$ cat src/rtl/sipo_frame_rx.sv
// Serial frame receiver: hunts for a sync pattern, assembles WIDTH data bits MSB-first,
// checks even parity and hands good words to a 2-entry valid/ready output buffer.
module sipo_frame_rx #(
   parameter int                  WIDTH    = 8,
   parameter int                  SYNC_LEN = 4,
   parameter logic [SYNC_LEN-1:0] SYNC     = 4'b1011
) (
   input  logic             clk,
   input  logic             clear,
   input  logic             si,
   input  logic             bit_en,
   output logic [WIDTH-1:0] dout,
   output logic             dout_valid,
   input  logic             dout_ready,
   output logic             locked,
   output logic             par_err,
   output logic             overflow,
   output logic [7:0]       frame_cnt
);

   localparam int FILL_W = $clog2(SYNC_LEN + 1);
   localparam int CNT_W  = $clog2(WIDTH + 1);
   localparam logic [FILL_W-1:0] FILL_FULL = FILL_W'(SYNC_LEN);
   localparam logic [FILL_W-1:0] FILL_ONE  = FILL_W'(1);
   localparam logic [CNT_W-1:0]  LAST_BIT  = CNT_W'(WIDTH - 1);
   localparam logic [CNT_W-1:0]  CNT_ONE   = CNT_W'(1);

   typedef enum logic [1:0] {
      ST_HUNT = 2'b00,
      ST_DATA = 2'b01,
      ST_PAR  = 2'b10
   } state_t;

   // Odd number of ones across data word plus parity bit means a corrupted frame.
   function automatic logic parity_odd(input logic [WIDTH-1:0] d, input logic p);
      return (^d) ^ p;
   endfunction

   state_t              state_r, state_s;
   logic [SYNC_LEN-1:0] window_r, window_s, win_shift_s;
   logic [FILL_W-1:0]   fill_r, fill_s;
   logic [CNT_W-1:0]    bit_cnt_r, bit_cnt_s;
   logic [WIDTH-1:0]    data_r, data_s;
   logic                push_s, bad_par_s;

   logic [WIDTH-1:0]    mem_r [2];
   logic [WIDTH-1:0]    mem_s [2];
   logic                rd_ptr_r, rd_ptr_s, wr_ptr_s;
   logic [1:0]          cnt_r, cnt_s;
   logic                pop_s, push_ok_s, drop_s;
   logic [WIDTH-1:0]    head_s;

   logic [WIDTH-1:0]    dout_r;
   logic                dout_valid_r, locked_r, par_err_r, overflow_r;
   logic [7:0]          frame_cnt_r;

   // Frame FSM next-state: sync hunt, data assembly and parity decision.
   always_comb begin
      state_s     = state_r;
      window_s    = window_r;
      fill_s      = fill_r;
      bit_cnt_s   = bit_cnt_r;
      data_s      = data_r;
      push_s      = 1'b0;
      bad_par_s   = 1'b0;
      win_shift_s = (window_r << 1) | {{(SYNC_LEN-1){1'b0}}, si};
      if (bit_en) begin
         case (state_r)
            ST_HUNT: begin
               window_s = win_shift_s;
               if (fill_r != FILL_FULL) begin
                  fill_s = fill_r + FILL_ONE;
               end else begin
                  fill_s = fill_r;
               end
               if ((fill_s == FILL_FULL) && (win_shift_s == SYNC)) begin
                  state_s   = ST_DATA;
                  window_s  = {SYNC_LEN{1'b0}};
                  fill_s    = {FILL_W{1'b0}};
                  bit_cnt_s = {CNT_W{1'b0}};
               end else begin
                  state_s = ST_HUNT;
               end
            end
            ST_DATA: begin
               data_s    = {data_r[WIDTH-2:0], si};
               bit_cnt_s = bit_cnt_r + CNT_ONE;
               if (bit_cnt_r == LAST_BIT) begin
                  state_s = ST_PAR;
               end else begin
                  state_s = ST_DATA;
               end
            end
            ST_PAR: begin
               if (parity_odd(data_r, si)) begin
                  bad_par_s = 1'b1;
               end else begin
                  push_s = 1'b1;
               end
               // Re-entering the hunt starts from an empty window.
               state_s   = ST_HUNT;
               window_s  = {SYNC_LEN{1'b0}};
               fill_s    = {FILL_W{1'b0}};
               bit_cnt_s = {CNT_W{1'b0}};
            end
            default: begin
               state_s   = ST_HUNT;
               window_s  = {SYNC_LEN{1'b0}};
               fill_s    = {FILL_W{1'b0}};
               bit_cnt_s = {CNT_W{1'b0}};
            end
         endcase
      end else begin
         state_s = state_r;
      end
   end

   // Output buffer next-state; a full buffer still accepts a push when the head leaves.
   always_comb begin
      pop_s     = dout_valid_r & dout_ready;
      push_ok_s = push_s & ((cnt_r != 2'd2) | pop_s);
      drop_s    = push_s & ~push_ok_s;
      wr_ptr_s  = rd_ptr_r ^ cnt_r[0];
      mem_s[0]  = mem_r[0];
      mem_s[1]  = mem_r[1];
      if (push_ok_s) begin
         mem_s[wr_ptr_s] = data_r;
      end else begin
         mem_s[wr_ptr_s] = mem_r[wr_ptr_s];
      end
      if (pop_s) begin
         rd_ptr_s = ~rd_ptr_r;
      end else begin
         rd_ptr_s = rd_ptr_r;
      end
      case ({push_ok_s, pop_s})
         2'b10:   cnt_s = cnt_r + 2'd1;
         2'b01:   cnt_s = cnt_r - 2'd1;
         default: cnt_s = cnt_r;
      endcase
      if (cnt_s == 2'd0) begin
         head_s = {WIDTH{1'b0}};
      end else begin
         head_s = mem_s[rd_ptr_s];
      end
   end

   // State, buffer and registered outputs with synchronous clear.
   always_ff @(posedge clk) begin
      if (clear) begin
         state_r      <= ST_HUNT;
         window_r     <= {SYNC_LEN{1'b0}};
         fill_r       <= {FILL_W{1'b0}};
         bit_cnt_r    <= {CNT_W{1'b0}};
         data_r       <= {WIDTH{1'b0}};
         mem_r[0]     <= {WIDTH{1'b0}};
         mem_r[1]     <= {WIDTH{1'b0}};
         rd_ptr_r     <= 1'b0;
         cnt_r        <= 2'd0;
         dout_r       <= {WIDTH{1'b0}};
         dout_valid_r <= 1'b0;
         locked_r     <= 1'b0;
         par_err_r    <= 1'b0;
         overflow_r   <= 1'b0;
         frame_cnt_r  <= 8'd0;
      end else begin
         state_r      <= state_s;
         window_r     <= window_s;
         fill_r       <= fill_s;
         bit_cnt_r    <= bit_cnt_s;
         data_r       <= data_s;
         mem_r[0]     <= mem_s[0];
         mem_r[1]     <= mem_s[1];
         rd_ptr_r     <= rd_ptr_s;
         cnt_r        <= cnt_s;
         dout_r       <= head_s;
         dout_valid_r <= (cnt_s != 2'd0);
         locked_r     <= (state_s == ST_DATA) || (state_s == ST_PAR);
         par_err_r    <= bad_par_s;
         overflow_r   <= overflow_r | drop_s;
         if (push_ok_s) begin
            frame_cnt_r <= frame_cnt_r + 8'd1;
         end else begin
            frame_cnt_r <= frame_cnt_r;
         end
      end
   end

   assign dout       = dout_r;
   assign dout_valid = dout_valid_r;
   assign locked     = locked_r;
   assign par_err    = par_err_r;
   assign overflow   = overflow_r;
   assign frame_cnt  = frame_cnt_r;

endmodule

$ cat config.mk
export PLATFORM = sky130hd
export DESIGN_NAME = sipo_frame_rx
export DESIGN_NICKNAME = d
export VERILOG_FILES = /design/src/rtl/sipo_frame_rx.sv
export SDC_FILE = /design/constraint.sdc
export NUM_CORES = 1
export LEC_CHECK = 0
export CAP_MARGIN = 10
export CORE_MARGIN = 2
export CORE_UTILIZATION = 35
export CTS_CLUSTER_DIAMETER = 200
export DETAILED_ROUTE_END_ITERATION = 16
export MAX_ROUTING_LAYER = met4
export PLACE_DENSITY = 0.61
export SYNTH_ARGS = -nofsm -noshare
export SYNTH_HDL_FRONTEND = slang
export SYNTH_SLANG_ARGS = --single-unit
$ cat constraint.sdc
create_clock -name clk -period 4.1 [get_ports clk]
set_clock_uncertainty 0.15 [all_clocks]
set_input_delay 0.615 -clock clk [delete_from_list [all_inputs] [get_ports clk]]
set_output_delay 0.615 -clock clk [all_outputs]
set_load 0.1 [all_outputs]
==> images/cell_classes.png <==
Fill, decap, tap and diode cells in gray.
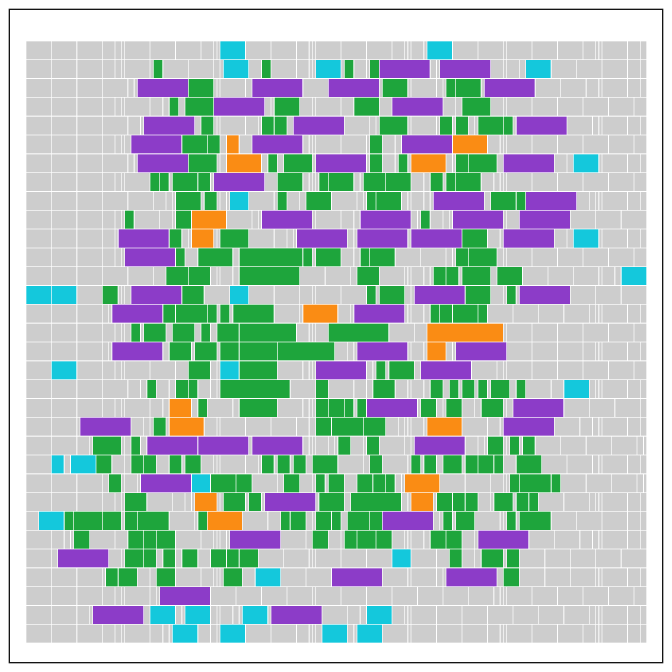
| color | class | cells | share of their area |
|---|---|---|---|
| purple | flip-flops | 59 | 36% |
| orange | clock drivers and dummy loads | 16 | 6.2% |
| green | all other logic | 218 | 49% |
| cyan | other buffers and delay cells | 29 | 8.4% |
final core utilization: 43.1%
Finished Cell Area: 3370 sq um

==> images/wire_density.png <==
Scale bar: 20 microns. 19 x 19 tiles, from dark blue (low) to red (high), scaled to the fullest tile. Values are wire area over tile area, all layers added.
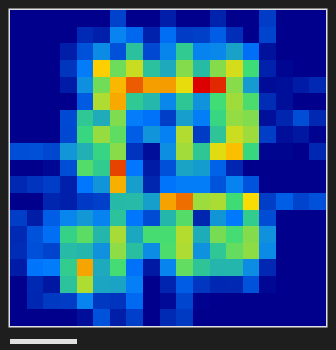
tiles over half the peak: 17%
nearly empty tiles: 30%
fullest tile: 0.44
All-Layer GR Usage: 14.0%
via count: 2198
WL per Instance: 13.4 microns
WL final: 5680 microns

==> images/met3.png <==
Scale bar: 20 microns.
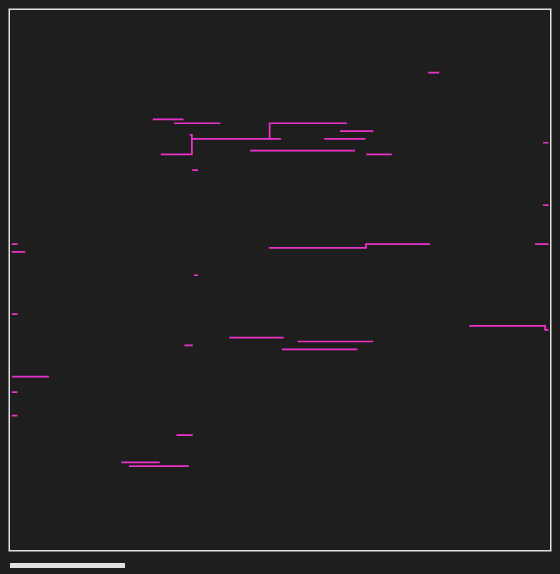
longest straight run: 17.9 microns
share of all routed wire: 3.6%
wire length on this layer: 203 microns
main direction: horizontal
nets with wire on the layer: 22
routing usage on met3: 3.69%

==> results.cfg <==
; generated from flow reports
[finish]
nFillCells = 788
sh_comb_area_pct = 46.4
largest_reg_flops = 16
antenna_cells = 0
mi_logic_area_sq_um = 1560

[die]
ios = 25
chipArea_sq_um = 8880
core_sq_um = 7810

[final_timing]
timing.slew.headroom_pct = 35.2
slew_viol_final = 0
setup_viol = 0
rsz0062_at_grt = false

[global_route]
busiest_layer = met2
met1_usage_pct = 16.6

[worst_setup_path]
cp_slowest_cell = clkdlybuf4s50_1
endpoint = dout[7]$_SDFF_PP0_

[power]
pwr_density_cell_nw_per_um2 = 343
p_seq_share_pct = 50.1
clock_power_share_pct = 46.4
swShare_pct = 24.2
p_int_uw = 875
p_total_mw = 1.15

[synthesis]
topCellsByArea = dfxtp_1 (41%), mux2i_1 (9.5%), a21oi_1 (4.7%)
synth_cell_types = 53
synth-simple-area-share_pct = 19.0
synth_flops = 59

[clock_network]
cts_hold_buf = 0
h-tree-depth = 3
clk-insertion-delay-late_ns = 0.34

[min_path]
holdPathEnd = window_r[1]$_SDFFE_PP0P_
min_from = window_r[1]$_SDFFE_PP0P_

[route]
drt-initial-drc-count = 112
vias_per_cell = 5.18

[job]
cap_violations = 0

[run_status]
status = complete, no violations
==> images/final_clocks.png <==
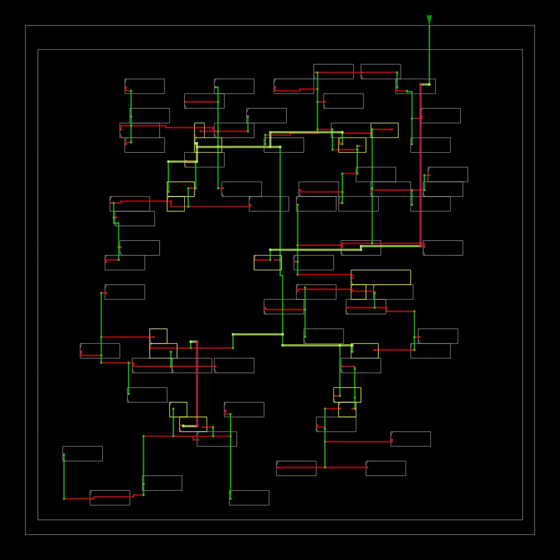
flop count: 59
clk pwr: 535 uW
clkbuf count: 9
clock sinks: 59
CTS buffer count: 9

==> images/met1.png <==
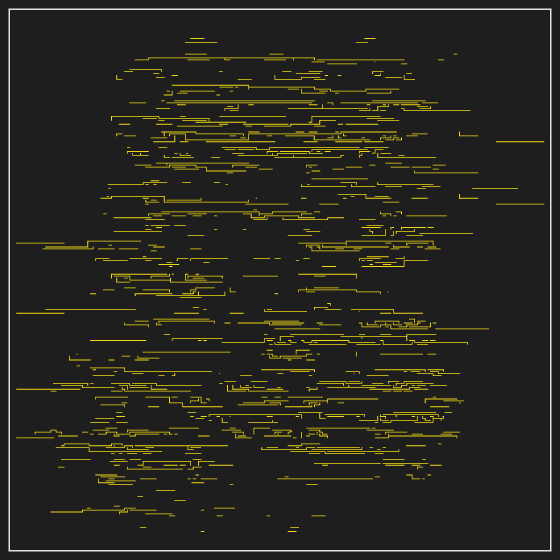
longest straight run: 29.0 microns
nets with wire on the layer: 312

-- synthesized netlist by cell type, drive strengths merged, types with 3 or more instances --
cell / n
nor3: 11
a31oi: 4
o31ai: 3
o221a: 8
clkbuf: 12
dfxtp: 59
xor2: 4
a2111oi: 4
nand2b: 5
or3b: 3
xnor2: 7
nor2: 36
or4: 3
inv: 6
o21ai: 5
a21oi: 27
nand2: 13
nor2b: 6
mux2i: 29
ha: 5
nand3: 9
nand4: 4
buf: 5
-- metrics by stage --
step | hold WS [ns] | instances
2_1_floorplan | 0.294 | 294
3_3_place_gp | 0.304 | 408
3_5_place_dp | 0.315 | 408
4_1_cts | 0.324 | 424
5_1_grt | 0.352 | 424
6_report | 0.321 | 424
No activity file was given, so power comes from the tool's default toggle rates.
